`src/rtl/sort_engine_pkg.sv`:
```
// Shared types for the sort engine front end.
// Holds the loader state encoding and the capacity helper.
package sort_engine_pkg;

    typedef enum logic [2:0] {
        IDLE,
        CLEAR,
        LOAD,
        DROP,
        RUN,
        WAIT
    } loader_state_t;

    function automatic int depth(input int aw);
        return 1 << aw;
    endfunction

endpackage

```
`src/rtl/sort_loader_stats.sv`:
```
// Packet and discarded-beat counters for the sort engine loader.
// Only built when SORT_LOADER_STATS_EN is defined.
module sort_loader_stats (
    input  logic        clk_i,
    input  logic        rst_i,
    input  logic        run_i,
    input  logic        drop_i,
    output logic [15:0] pkt_cnt_o,
    output logic [15:0] drop_cnt_o
);

    always_ff @(posedge clk_i or posedge rst_i) begin
        if (rst_i) begin
            pkt_cnt_o  <= '0;
            drop_cnt_o <= '0;
        end else begin
            if (run_i)
                pkt_cnt_o <= pkt_cnt_o + 16'd1;
            // drop count sticks at all-ones instead of wrapping
            if (drop_i && (drop_cnt_o != 16'hFFFF))
                drop_cnt_o <= drop_cnt_o + 16'd1;
        end
    end

endmodule

```
`src/rtl/sort_engine_loader.sv`:
```
// Feeds one Avalon-ST packet into the gnome sort engine and starts it.
// Optional SORT_LOADER_STATS_EN adds packet/drop statistics ports.
module sort_engine_loader
    import sort_engine_pkg::*;
#(
    parameter int AWIDTH = 5,
    parameter int DWIDTH = 8
) (
    input  logic              clk_i,
    input  logic              rst_i,
    input  logic [DWIDTH-1:0] in_data_i,
    input  logic              in_valid_i,
    input  logic              in_sop_i,
    input  logic              in_eop_i,
    output logic              in_ready_o,
    output logic              eng_srst_o,
    output logic              eng_wr_req_o,
    output logic [DWIDTH-1:0] eng_wr_data_o,
    output logic              eng_run_o,
    input  logic              eng_pkt_done_i,
    output logic              busy_o,
    output logic [AWIDTH:0]   pkt_len_o,
    output logic              overflow_o
`ifdef SORT_LOADER_STATS_EN
    ,
    output logic [15:0]       pkt_cnt_o,
    output logic [15:0]       drop_cnt_o
`endif
);

    localparam int DEPTH = depth(AWIDTH);
    localparam logic [AWIDTH:0] DEPTH_C = (AWIDTH+1)'(DEPTH);
    localparam logic [AWIDTH:0] ONE_C   = (AWIDTH+1)'(1);

    loader_state_t      state_q;
    logic [DWIDTH-1:0]  hold_q;
    logic               hold_eop_q;
    logic [AWIDTH:0]    count_q;
    logic [AWIDTH:0]    cnt_inc;
    logic               accept;

    assign accept    = in_valid_i && in_ready_o;
    assign cnt_inc   = (count_q == DEPTH_C) ? count_q : count_q + ONE_C;
    assign pkt_len_o = count_q;
    assign busy_o    = (state_q != IDLE);

    always_ff @(posedge clk_i or posedge rst_i) begin
        if (rst_i) begin
            state_q       <= IDLE;
            hold_q        <= '0;
            hold_eop_q    <= 1'b0;
            count_q       <= '0;
            in_ready_o    <= 1'b0;
            eng_srst_o    <= 1'b0;
            eng_wr_req_o  <= 1'b0;
            eng_wr_data_o <= '0;
            eng_run_o     <= 1'b0;
            overflow_o    <= 1'b0;
        end else begin
            eng_srst_o   <= 1'b0;
            eng_wr_req_o <= 1'b0;
            eng_run_o    <= 1'b0;
            unique case (state_q)
                IDLE: begin
                    if (accept && in_sop_i) begin
                        hold_q     <= in_data_i;
                        hold_eop_q <= in_eop_i;
                        eng_srst_o <= 1'b1;
                        overflow_o <= 1'b0;
                        count_q    <= '0;
                        in_ready_o <= 1'b0;
                        state_q    <= CLEAR;
                    end else begin
                        in_ready_o <= 1'b1;
                    end
                end
                CLEAR: begin
                    // first word goes out the cycle after srst
                    eng_wr_req_o  <= 1'b1;
                    eng_wr_data_o <= hold_q;
                    count_q       <= ONE_C;
                    if (hold_eop_q) begin
                        in_ready_o <= 1'b0;
                        state_q    <= RUN;
                    end else if (DEPTH == 1) begin
                        in_ready_o <= 1'b1;
                        overflow_o <= 1'b1;
                        state_q    <= DROP;
                    end else begin
                        in_ready_o <= 1'b1;
                        state_q    <= LOAD;
                    end
                end
                LOAD: begin
                    if (accept) begin
                        eng_wr_req_o  <= 1'b1;
                        eng_wr_data_o <= in_data_i;
                        count_q       <= cnt_inc;
                        if (in_eop_i) begin
                            in_ready_o <= 1'b0;
                            state_q    <= RUN;
                        end else if (cnt_inc == DEPTH_C) begin
                            overflow_o <= 1'b1;
                            state_q    <= DROP;
                        end
                    end
                end
                DROP: begin
                    // nothing left to write, so run follows eop directly
                    if (accept && in_eop_i) begin
                        eng_run_o  <= 1'b1;
                        in_ready_o <= 1'b0;
                        state_q    <= WAIT;
                    end
                end
                RUN: begin
                    eng_run_o <= 1'b1;
                    state_q   <= WAIT;
                end
                WAIT: begin
                    if (eng_pkt_done_i) begin
                        in_ready_o <= 1'b1;
                        state_q    <= IDLE;
                    end
                end
                default: begin
                    in_ready_o <= 1'b0;
                    state_q    <= IDLE;
                end
            endcase
        end
    end

`ifdef SORT_LOADER_STATS_EN
    logic drop_pulse;

    assign drop_pulse = accept &&
                        (((state_q == IDLE) && !in_sop_i) ||
                         (state_q == DROP));

    sort_loader_stats u_stats (
        .clk_i      (clk_i),
        .rst_i      (rst_i),
        .run_i      (eng_run_o),
        .drop_i     (drop_pulse),
        .pkt_cnt_o  (pkt_cnt_o),
        .drop_cnt_o (drop_cnt_o)
    );
`else
    // statistics counters are not built in this configuration
`endif

endmodule

```
`config.mk`:
```
export PLATFORM = sky130hd
export DESIGN_NAME = sort_engine_loader
export DESIGN_NICKNAME = d
export VERILOG_FILES = /design/src/rtl/sort_engine_pkg.sv /design/src/rtl/sort_loader_stats.sv /design/src/rtl/sort_engine_loader.sv
export SDC_FILE = /design/constraint.sdc
export NUM_CORES = 1
export LEC_CHECK = 0
export ABC_AREA = 1
export CORE_ASPECT_RATIO = 0.75
export CORE_MARGIN = 8
export CORE_UTILIZATION = 50
export CTS_BUF_LIST = sky130_fd_sc_hd__clkbuf_8
export DETAILED_ROUTE_END_ITERATION = 7
export PLACE_DENSITY = 0.88
export SLEW_MARGIN = 20
export SYNTH_ARGS = -nofsm -noshare
export SYNTH_HDL_FRONTEND = slang
export SYNTH_SLANG_ARGS = --single-unit
```
`constraint.sdc`:
```
create_clock -name clk_i -period 3.5 [get_ports clk_i]
set_input_delay 0.7 -clock clk_i [delete_from_list [all_inputs] [get_ports clk_i]]
set_output_delay 0.7 -clock clk_i [all_outputs]
set_load 0.01 [all_outputs]
```
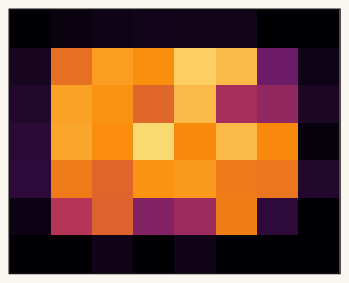
Fig. 1. Local utilization (run 1).
Scale: 4 px per um. The die is cut into 8 by 7 equal tiles; black is low, pale yellow is high, 0 to 100% covered.
densest ninth of the die = middle
fullest tile = 92%
tiles over 75% full = 23%
emptiest ninth of the die = bottom right
nearly empty tiles = 20%
mean over tiles = 37%
area of the core: 3220 sq um
FP Core Util: 0.512
Layout Utilization: 0.643

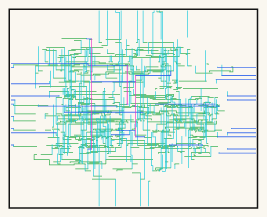
Fig. 2. Signal wires by layer (run 1).
Scale: 3 px per um.
green -> met1  # wire length 1580 um
magenta -> met4  # wire length 70.0 um
cyan -> met2  # wire length 1620 um
blue -> met3  # wire length 337 um
Routed Wire Length: 3.61 mm
routed length per instance: 14.1 um
vias: 1358
Total Routing Usage GR: 0.147

==> ci_impl_report.md, run 1 <==
### Yosys + OpenROAD results

| Metric | Value |
|---|---|
| Post-synthesis mux area share | 0.0547 |
| WP depth | 3 |
| DP Worst Slack | 1.08 ns |
| TNS Setup | 0 ns |
| Met3 GRT Util | 0.0559 |
| Reg2reg end | pkt_len_o[3]$_DFFE_PP0P_ |
| AND-OR/OR-AND Cells, Area Fraction | 0.0987 |
| CTS tree | built |
| Htree depth | 2 |
| Multi-input gates | approximately 130 |
| Outcome | complete, no violations |
| WP buf/inv | 1 |
| Non-clk bufs | 34 |
| M1 WL | 1.58 mm |
| Post-Syn Area | 1650 sq um |
| Pwr Total | 0.00165 W |
| Tap cells | 40 |
| Top_reg_cell synth | dfrtp_1 |
| Area after DPL | about 2000 sq um |
| Required @ worst endpoint | 2.80 ns |
| Nets | 232 |
| GRT overflow | 0 |
| Initial antenna violation count | 0 |
| Yosys cell types | 29 |
| NonClk Buf Share | 0.163 |
| Drt first-iter violations | 99 |
| Largest net degree at the start of global routing | 32 |
| Vias in the first global route | around 1300 |
| Final Cycle Share | 0.652 |
| Dominant combinational family | simple AND/OR/NAND/NOR gates |
| Async S/R FF share, synth | 1.00 |
| Worst Setup SP | state_q[2]$_DFFE_PP0P_ |
| Inverters, non-clock | 17 |
| Clk cell area share | 0.0423 |
| Yosys Chip Area | 1650 sq um |
| Crit Path Max Fanout | 6 |
| Fmax | 438 MHz |
| Reg2reg start | state_q[2]$_DFFE_PP0P_ |
| Non-filler instance count after layout | 256 |
| XOR/XNOR share of the synthesized area | 0.0106 |
| Hold Startpoint | hold_q[0]$_DFFE_PP0P_ |
| Hold bufs inserted after CTS | 0 |
| Flops | 31 |
| Arr. time, crit path | roughly 1.6 ns |
| # clk buffers | 6 |
| Residual DRC | 0 |
| Cells after Synth | 180 |
| Max-cap violations | 0 |
| Dominant logic cell type in the layout | nand2_1 |
| Diodes inserted | 0 |
| Highest layer used for signal routing | met4 |
| Metal2 WL | 1.62 mm |
| Layout Skew | 0.00336 ns |
| Hold Path End | hold_q[0]$_DFFE_PP0P_ |
| Worst vdd ir | 0.505 mV |
| Clk sinks | 31 |
| Clock Path Buffers | 2 |
| Setup ws final | between 1 and 1.5 ns |
| Termination of the worst setup path | busy_o |
| CP endpoint kind | primary output |
| Die Height | roughly 66 um |
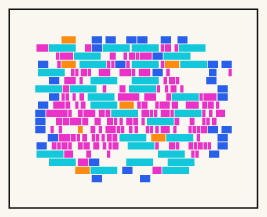
Fig. 3. Cell classes on the final placement (run 1).
Scale: 3 px per um.
cyan -> flip-flops  # cells 31
orange -> clock drivers and dummy loads  # cells 7
blue -> other buffers and delay cells  # cells 34
magenta -> all other logic  # cells 144
Core Rows: 18
Seq/total area: 0.375
fin area: 2070 sq um

run 1: power breakdown:
group,internal (W),switching (W),leakage (nW)
clock,0.000154,0.000132,0.0470
sequential,0.000503,0.0000978,0.385
combinational,0.000357,0.000405,0.497
total,0.00101,0.000635,0.928
run 1: Yosys cell counts, types with 4 or more instances:
library cell	number	share of area
a21oi_1	4	0.012
a31oi_1	7	0.027
dfrtp_1	31	0.47
inv_1	12	0.027
inv_2	4	0.0091
mux2_2	8	0.055
nand2_1	42	0.096
nand2_2	4	0.015
nand3_1	9	0.027
nand4_1	6	0.023
nor2_1	15	0.034
nor2_2	4	0.015
o21ai_0	8	0.024
run 1: sequential cells by signal (all words and copies together) (netlist names), 3 cells and up:
register,cells
eng_wr_data_o,8
hold_q,8
pkt_len_o,6
state_q,3
Fig. 4: run 1, ports around the boundary
Scale: 4 px per um. Pins as bars across the die edge, other pins in grey.
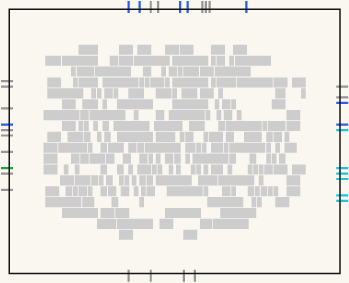

==> run 1 -> run 2 <==
- CORE_UTILIZATION: 50 -> 47
- PLACE_DENSITY: 0.88 -> 0.87
- clock period: 3.5 -> 2 ns (I/O delays scaled with it)
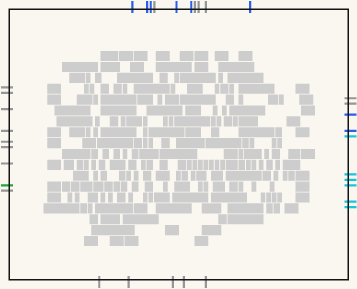
Fig. 5. Ports around the boundary (run 2).
Scale: 4 px per um. Pins as bars across the die edge, other pins in grey.
blue -> `eng_wr_data_o`  # pins 8, direction output, edge 6 top, 2 right
green -> `in_valid_i`  # pins 1, direction input, edge left
cyan -> `pkt_len_o`  # pins 6, direction output, edge right
all pins by edge = 10 right, 10 top, 9 left, 5 bottom
die width: 84.4 um
Die Height: 67.3 um
tally of buffers added on design ports: 33

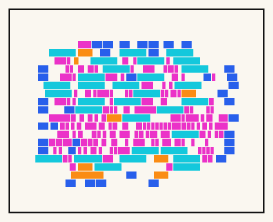
Fig. 6. Cell classes on the final placement (run 2).
Scale: 3 px per um.
blue -> other buffers and delay cells  # cells 37
magenta -> all other logic  # cells 144
cyan -> flip-flops  # cells 31
orange -> clock drivers and dummy loads  # cells 8
area of the core: 3330 sq um
Layout Utilization: 0.639
fin area: 2130 sq um
Seq/total area: 0.365

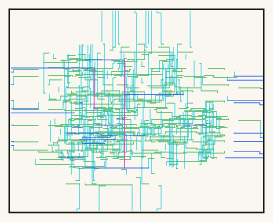
Fig. 7. Signal wires by layer (run 2).
Scale: 3 px per um.
blue -> met3  # wire length 283 um
cyan -> met2  # wire length 1560 um
magenta -> met4  # wire length 49.6 um
green -> met1  # wire length 1600 um
vias: 1379
Total Routing Usage GR: 0.132

==> run 2 against run 1 <==
Via count up 1.5%. Total power grew 85%. Die area increased by 5.0%. Synthesized cell count unchanged. Global-route usage down 1.4 points. Largest cell class unchanged. Critical endpoint unchanged. Hold slack got worse by 0.017 ns.
==> ci_impl_report.md, run 2 <==
### Yosys + OpenROAD results

| Metric | Value |
|---|---|
| Worst vdd ir | 0.802 mV |
| Arr. time, crit path | ~1.5 ns |
| Peak per-stage delay on the critical path | 0.49 ns |
| Ports | 34 |
| Top pwr grp | combinational logic |
| Placed cells | 252 |
| Core Rows | 18 |
| Yosys Chip Area | 1650 sq um |
| Htree depth | 2 |
| Area after DPL | 2000 sq um |
| FP Core Util | 0.494 |
| Slew HR | 0.732 |
| Pwr per Cell Area | around 1400 nW/um^2 |
| Synth cell count leaders | nand2_1 (42), dfrtp_1 (31), nor2_1 (15) |
| Post-Syn Area | roughly 1600 sq um |
| Nets | 235 |
| Hold Fails Final Rpt | 0 |
| WP depth | 3 |
| Termination of the worst setup path | busy_o |
| Die area | 5680 sq um |
| Routed length per instance | 13.4 um |
| Leakage | 0.955 nW |
| Seq pwr | 0.00106 W |
| Worst skew pair latency | 0.29 ns |
| Initial antenna violation count | 0 |
| Slew Limit Fails | 0 |
| # clk buffers | 6 |
| Hold Path Class | in2async |
| Largest net degree at the start of global routing | 32 |
| Final Cycle Share | 0.953 |
| Crit Path Max Fanout | 6 |
| HPWL Detailed | 2.60 mm |
| Layout Skew | 0.00449 ns |
| MI comb area | between 700 and 800 sq um |
| Tap cells | 40 |
| P_int | 0.00193 W |
| Reg-to-reg slack, setup | 0.35 ns |
| Max-cap violations | 0 |
| Clock Path Buffers | 2 |
| Inverters, non-clock | 17 |
| Post-synth regs | 31 |
| Multi-input gates | 127 |
| Switching Share | 0.367 |
| Area grow syn2layout | 29.2% |
| Multi-input gate share of total cell area | 0.355 |
| Clock power share | 0.210 |
| NonClk Buf Share | 0.169 |
| DP Worst Slack | 0.0537 ns |
| Layout cells sized above 1 | 0.218 |
| Top_reg_cell synth | dfrtp_1 |
| Worst-path clk slew | 0.07 ns |
| Final setup fails | 0 |
| GRT overflow | 0 |
| Worst Setup SP | state_q[2]$_DFFE_PP0P_ |
| CP delay by family, top | buffers and inverters |
| Async S/R FF share, synth | 1.00 |
| WP buf/inv | 1 |
| Yosys cell types | 29 |
| Routed Wire Length | ~3.5 mm |
| Clk cell area share | 0.0552 |
| Hold bufs inserted after CTS | 0 |
| Fmax | 525 MHz |
| CP max-delay cell | clkdlybuf4s50_1 |
| Diodes inserted | 0 |
| Vias in the first global route | 1312 |
| Combinational Power Share | 0.444 |
| Cells after Synth | roughly 180 |
| CTS tree | built |
| Net switching power | 0.00112 W |
| Synth top area cells | dfrtp_1 (47%), nand2_1 (9.6%), mux2_2 (5.5%), nor2_1 (3.4%), nand3_1 (2.7%) |
| Crit path cell chain | nor2_4, nand2_2, clkdlybuf4s50_1 |
| Log Warnings | 27 |
| Reg2reg end | state_q[0]$_DFFE_PP0P_ |
| Total of fill cells in the finished design | 287 |
| Residual DRC | 0 |
| Outcome | complete, no violations |
| Root buf cell | clkbuf_8 |
| Dominant cell type by area after synthesis | dfrtp_1 |
| Area share, top type | 0.471 |
| Hold slack | 0.494 ns |
| R2r worst-path depth | 11 |
| Seq pwr share | 0.347 |
| Non-filler instance count after layout | 260 |
| DRT Pass-1 Iters | 4 |
| CP Class | reg2out |
| Flops | 31 |
| Min Clock Period, post-route | approximately 1.9 ns |
| Clk sinks | 31 |
| Reg2reg start | pkt_len_o[0]$_DFFE_PP0P_ |
| Clock Power | about 0.00064 W |
| Non-clk bufs | 37 |
| CP startpoint kind | register |
| GPL Wtd Cong | 0.889 |
| Dominant logic cell type in the layout | nand2_1 |
| Num CTS Buffers | 5 |
| EDFF count, synth | 0 |
| Logic power comb | between 0.001 and 0.0015 W |
| Antenna viol nets, final | 0 |
| Number of standard cells reported by yosys | 180 |
| Ys Warns | 0 |
| Register area | between 700 and 800 sq um |
| CP endpoint kind | primary output |
| Top-count cell post-synth | nand2_1 |
| Register area share after synthesis | 0.471 |
| Pwr Total | 0.00305 W |
| Synthesized Nets | 196 |
| Setup ws final | 0.0935 ns |
| Via density | around 5.3 |
| Largest class | registers |
| Required @ worst endpoint | 1.60 ns |
| First-pass GRT wire length | 6.02 mm |
| Synthesized area per cell | approximately 9.2 sq um |
| Tightest Pin Transition | 0.400 ns |
| RSZ-0062 raised after global routing | false |
| Top logic cells by instance count in the layout | nand2_1 (42), clkdlybuf4s50_1 (33), dfrtp_1 (29), nor2_1 (15), inv_1 (12) |
| TNS Setup | 0 ns |
| Drt first-iter violations | 50 |
[run 2: cell counts after synthesis]
Identical to the previous run, type by type.
[run 2: cells by family after synthesis]
kind of cell    Yosys count  synth area share
buf+inv                  22            0.0729
simple gates             89             0.277
mux                       8            0.0547
compound gates           26            0.0987
xor+xnor                  2            0.0106
flops                    31             0.471
fa+ha+maj                 2            0.0152
[run 2: per-layer routing]
| layer | vias up | part of all wire | global-route usage |
|---|---|---|---|
| met4 | 0 | 0.014 | 0.0464 |
| li1 | 681 | - | - |
| met3 | 6 | 0.081 | 0.0582 |
| met2 | 48 | 0.45 | 0.208 |
| met1 | 644 | 0.46 | 0.161 |
| met5 | - | 0 | 0 |
[run 2: timing repair]
| item | in CTS | in global routing |
|---|---|---|
| setup endpoints to repair | 0 | 1 |
| buffers inserted | 0 | 0 |
| resized | 0 | 3 |
Power is estimated from default activity; no workload was simulated.
